Figure 1. Clock nets.
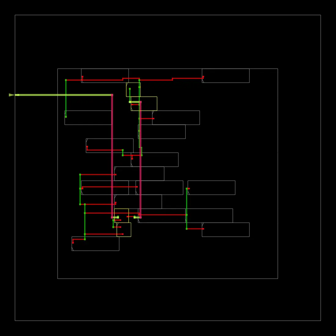
Figure 2. Routed clock nets over the placement.
Bar = 20 µm.
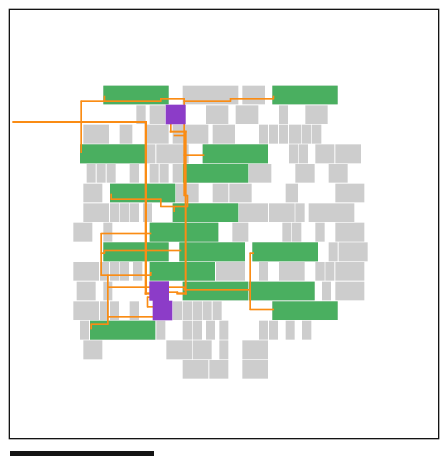
Figure 3. Gate-type map.
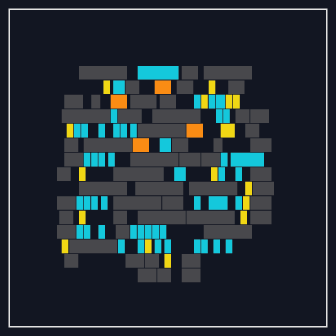
Figure 4. Register map, names as in the netlist.
Other sequential cells in the stronger grey, the rest of the logic in the fainter grey.
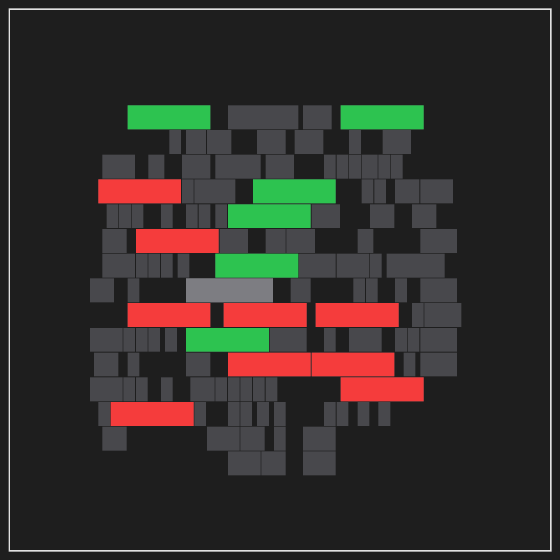
Figure 5. Cells coloured by class.
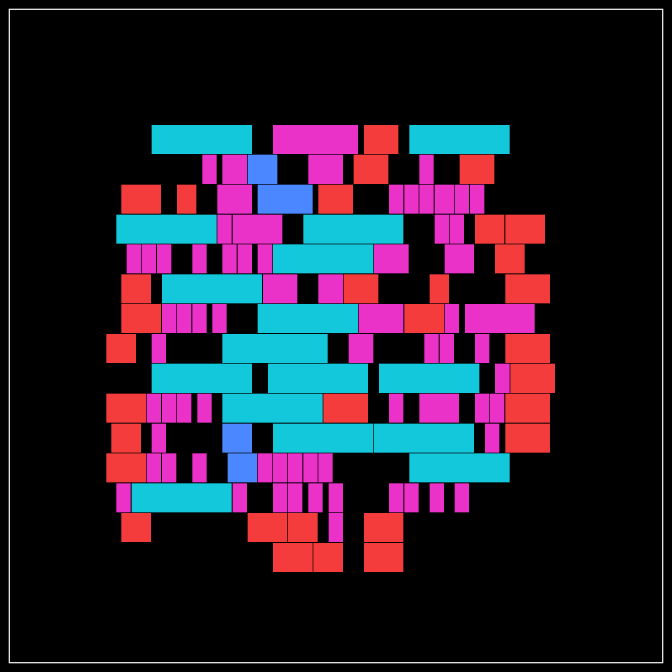
**config.mk**
```make
export PLATFORM = sky130hd
export DESIGN_NAME = exec_engine_ctrl
export DESIGN_NICKNAME = d
export VERILOG_FILES = /design/src/rtl/exec_engine_ctrl_pkg.sv /design/src/rtl/exec_engine_decoder.sv /design/src/rtl/exec_engine_ctrl.sv
export SDC_FILE = /design/constraint.sdc
export NUM_CORES = 1
export LEC_CHECK = 0
export ABC_AREA = 1
export CORE_MARGIN = 8
export CORE_UTILIZATION = 40
export DETAILED_ROUTE_END_ITERATION = 7
export GPL_TIMING_DRIVEN = 0
export PLACE_DENSITY = 0.79
export SYNTH_ARGS = -nofsm -noshare
export SYNTH_HDL_FRONTEND = slang
export SYNTH_SLANG_ARGS = --single-unit
```
**constraint.sdc**
```tcl
create_clock -name clk -period 2.1 [get_ports clk]
set_input_delay 0.42 -clock clk [delete_from_list [all_inputs] [get_ports clk]]
set_output_delay 0.42 -clock clk [all_outputs]
set_load 0.1 [all_outputs]
```
**src/rtl/exec_engine_ctrl_pkg.sv**
```systemverilog
`default_nettype none
// +----------------------------------------------------------------------+
// | exec_engine_ctrl_pkg                                                  |
// | Shared opcodes, FSM states, instruction field layout and control type |
// | Revision: 1.0                                                         |
// +----------------------------------------------------------------------+
package exec_engine_ctrl_pkg;

  localparam int INST_BITS = 9;
  localparam int FIELD_W   = 3;

  localparam int OPC_MSB = 8;
  localparam int OPC_LSB = 6;
  localparam int FA_MSB  = 5;
  localparam int FA_LSB  = 3;
  localparam int FB_MSB  = 2;
  localparam int FB_LSB  = 0;

  typedef logic [FIELD_W-1:0] opcode_t;
  typedef logic [FIELD_W-1:0] field_t;

  localparam opcode_t OP_NOP   = 3'd0;
  localparam opcode_t OP_LOAD  = 3'd1;
  localparam opcode_t OP_ALU2  = 3'd2;
  localparam opcode_t OP_ALU3  = 3'd3;
  localparam opcode_t OP_ALU4  = 3'd4;
  localparam opcode_t OP_ALU5  = 3'd5;
  localparam opcode_t OP_ALU6  = 3'd6;
  localparam opcode_t OP_STORE = 3'd7;

  typedef logic [0:0] state_t;
  localparam state_t FETCH   = 1'b0;
  localparam state_t EXECUTE = 1'b1;

  typedef struct packed {
    logic    n_mem_en;
    logic    n_alu_en;
    logic    mem_rw;
    opcode_t op_sel;
    field_t  mem_addr;
    field_t  alu_addr;
  } ctrl_t;

  localparam ctrl_t CTRL_IDLE = '{
    n_mem_en: 1'b1,
    n_alu_en: 1'b1,
    mem_rw:   1'b1,
    op_sel:   OP_NOP,
    mem_addr: 3'd0,
    alu_addr: 3'd0
  };

endpackage
`default_nettype wire

```
**src/rtl/exec_engine_decoder.sv**
```systemverilog
`default_nettype none
// +----------------------------------------------------------------------+
// | exec_engine_decoder                                                   |
// | Combinational map from (state, IR) to the matrix engine control lines |
// | Revision: 1.0                                                         |
// +----------------------------------------------------------------------+
module exec_engine_decoder
  import exec_engine_ctrl_pkg::*;
(
  input  state_t               i_state,
  input  logic [INST_BITS-1:0] i_ir,
  output logic                 o_n_mem_en,
  output logic                 o_n_alu_en,
  output logic                 o_mem_rw,
  output logic [2:0]           o_op_sel,
  output logic [2:0]           o_mem_addr,
  output logic [2:0]           o_alu_addr
);

  opcode_t w_opc;
  field_t  w_fa;
  field_t  w_fb;
  ctrl_t   w_ctrl;

  assign w_opc = i_ir[OPC_MSB:OPC_LSB];
  assign w_fa  = i_ir[FA_MSB:FA_LSB];
  assign w_fb  = i_ir[FB_MSB:FB_LSB];

  // Outside EXECUTE, and for NOP, every control line sits at its idle level.
  always_comb begin
    w_ctrl = CTRL_IDLE;
    if (i_state == EXECUTE) begin
      case (w_opc)
        OP_NOP: w_ctrl = CTRL_IDLE;
        OP_STORE: begin
          w_ctrl.n_mem_en = 1'b0;
          w_ctrl.n_alu_en = 1'b0;
          w_ctrl.mem_rw   = 1'b0;
          w_ctrl.op_sel   = OP_STORE;
          w_ctrl.mem_addr = w_fb;
          w_ctrl.alu_addr = w_fa;
        end
        default: begin
          // LOAD and ALU ops 2..6 read memory and pass the opcode straight through.
          w_ctrl.n_mem_en = 1'b0;
          w_ctrl.n_alu_en = 1'b0;
          w_ctrl.mem_rw   = 1'b1;
          w_ctrl.op_sel   = w_opc;
          w_ctrl.mem_addr = w_fb;
          w_ctrl.alu_addr = w_fa;
        end
      endcase
    end
  end

  assign o_n_mem_en = w_ctrl.n_mem_en;
  assign o_n_alu_en = w_ctrl.n_alu_en;
  assign o_mem_rw   = w_ctrl.mem_rw;
  assign o_op_sel   = w_ctrl.op_sel;
  assign o_mem_addr = w_ctrl.mem_addr;
  assign o_alu_addr = w_ctrl.alu_addr;

endmodule
`default_nettype wire

```
**src/rtl/exec_engine_ctrl.sv**
```systemverilog
`default_nettype none
// +----------------------------------------------------------------------+
// | exec_engine_ctrl                                                      |
// | Two-clock FETCH/EXECUTE sequencer with PC, IR and Moore control decode|
// | Revision: 1.0                                                         |
// +----------------------------------------------------------------------+
module exec_engine_ctrl
  import exec_engine_ctrl_pkg::*;
#(
  parameter int PC_W   = 6,
  parameter int INST_W = 9
) (
  input  logic              clk,
  input  logic              reset,
  input  logic [INST_W-1:0] inst_mem,
  output logic [PC_W-1:0]   program_address,
  output logic              nMem_Enable,
  output logic              nALU_Enable,
  output logic              mem_RW,
  output logic [2:0]        op_select,
  output logic [2:0]        mem_address,
  output logic [2:0]        ALU_address
);

  state_t            r_state;
  logic [PC_W-1:0]   r_pc;
  logic [INST_W-1:0] r_ir;

  // inst_mem is only sampled on the FETCH edge; the PC moves only on EXECUTE.
  always_ff @(posedge clk or posedge reset) begin
    if (reset) begin
      r_state <= FETCH;
      r_pc    <= '0;
      r_ir    <= '0;
    end else begin
      case (r_state)
        FETCH: begin
          r_ir    <= inst_mem;
          r_state <= EXECUTE;
        end
        default: begin
          r_pc    <= r_pc + PC_W'(1);
          r_state <= FETCH;
        end
      endcase
    end
  end

  assign program_address = r_pc;

  exec_engine_decoder u_decoder (
    .i_state    (r_state),
    .i_ir       (r_ir),
    .o_n_mem_en (nMem_Enable),
    .o_n_alu_en (nALU_Enable),
    .o_mem_rw   (mem_RW),
    .o_op_sel   (op_select),
    .o_mem_addr (mem_address),
    .o_alu_addr (ALU_address)
  );

endmodule
`default_nettype wire

```
==> impl_metrics.yaml <==
# yosys + openroad results
clock_network:
  numCtsBuffers: 3
  h-tree-depth: 1
  clkSlewWorstSetupHoldPaths_ps: 100
  cts_tree: "yes"
final_timing:
  drv_slew: 0
  period_used_pct: 97.4
  hold_ws_ps: 487
  setup_viol: 0
  hold_viol_final: 0
  fmax_mhz: 489
detailed_routing:
  wl_per_cell_um: 11.1
  drt-initial-drc-count: 5
  viasPerCell: 4.25
synth:
  ys_cells: 88
  fp_nets: 100
  synthCells: 88
  netlist_area_um2: 753
placement:
  gp_congestion: 0.765
  pre_cts_slack_ps: -468
  portBuffers: 28
pwr:
  max-vdd-ir-drop_v: 0.000393
  power_leakage_uw: 0.000595
  intPower_uw: 464
  p_seq_share_pct: 46.5
run_status:
  status: "completed"
global_routing:
  antenna_found_initial: 0
  grt-ovfl-total: 0
  grt_pass1_wl_um: 2620
  track_usage_pct: 9.96
critical_path:
  regToRegStartpoint: "program_address[0]"
  arrival_ps: 1620
  critPathLaunch: "program_address[3]"
  rr_worst_depth: 4
  cp_slowest_cell: "dlygate4sd2_1"
  crit_path_cell_trace: "dlygate4sd2_1"
  crit_path_end: "program_address[3]"
cells_and_area:
  area_growth_pct: 45.5
  drive_gt1_share_pct: 25.0
  final_cell_mix: "40 x nand2_1, 15 x dfrtp_1, 14 x inv_1, 10 x clkdlybuf4s50_1, 7 x clkbuf_4"
  combGateArea_um2: 282
floorplan:
  ios: 29
  fp_util_pct: 43.2
worst_hold_path:
  hold_class: "in -> async"
## Picture notes: Figure 1
Clock Skews: 0.809 ps
sequential cells: 16

## Picture notes: Figure 2
[purple] clock-net drivers | count: 3
[green] flip-flops | count: 16
[orange] clock wires | length: 226 µm
routed clock nets	4
Clock Power: 208 µW
Clock Latency Late Sink: 290 ps

## Picture notes: Figure 3
colour	family	cells	most used
yellow	inv cells	16	inv_1
cyan	nand cells	47	nand2_1
orange	xor and xnor cells	4	xor2_1
fraction of area in multi-input gates: 25.7%
Final Non-Filler Cells: 145
Commonest Layout Cell: nand2_1

## Picture notes: Figure 4
colour	name in the netlist	flops
green	`program_address`	6
red	`r_ir`	9
not coloured	1
end-of-flow core utilization: 62.8%
FF+latch area: 402 µm²

## Picture notes: Figure 5
colour	class	cells	share of their area
blue	clock drivers and dummy loads	4	3.4%
red	remaining buffers and delay cells	31	26%
magenta	remaining logic cells	69	32%
cyan	registers	16	38%
sequential portion of the cell area: 36.6%
Design Area, Final: 1100 µm²
row cnt: 15

[area by class of cell]
| cell class | count | share of cell area [%] |
|---|---|---|
| Multi-Input combinational cell | 53 | 25.7 |
| Timing Repair Buffer | 28 | 23.5 |
| Buffer | 3 | 2.17 |
| Inverter | 16 | 5.82 |
| Tap cell | 25 | 2.85 |
| Clock buffer | 4 | 3.31 |
| Sequential cell | 16 | 36.6 |
[synth_stat cells]
library cell | number | area share [%]
nand4_4 | 1 | 2.8
nand3_1 | 2 | 1.3
inv_2 | 1 | 0.50
nor2_4 | 1 | 1.5
nand2_2 | 3 | 2.5
dfrtp_1 | 16 | 53
xnor2_1 | 1 | 1.2
buf_6 | 1 | 1.5
ha_1 | 1 | 1.7
nand3_2 | 1 | 1.3
buf_2 | 1 | 0.66
xor2_1 | 3 | 3.5
buf_4 | 1 | 1.0
nand2_1 | 40 | 20
inv_1 | 15 | 7.5
[power by group through the flow]
stage	Sequential [µW]	Clock, µW	Combinational (µW)
after floorplan	327	0	120
after global placement	328	0	167
after detailed placement	328	0	168
after CTS	322	208	161
after global routing	323	223	171
final	322	208	162
[repair_timing]
action	CTS	global route
setup endpoints to repair	18	9
gates resized	60	9
setup buffers	0	0
hold buffers	0	0
cloned	0	0
[state kept, by name, summed over array words and instances (netlist names)]
register and flops:
program_address 6, r_ir 9, r_state 1
[logic make-up after synthesis]
group	share of synthesized area, %
xor+xnor	4.65
fa+ha+maj	1.66
buf+inv	11.1
flops	53.2
simple gates	29.4
[metal layers]
layer	track usage [%]	routed length, µm	vias to the layer above	part of all wire (%)
met1	11.1	749	273	46
met3	2.60	100	4	6.2
met2	15.4	716	21	44
li1	-	-	318	-
met5	0	0	-	0
met4	8.19	46	0	2.9
Power and IR drop assume default switching activity.
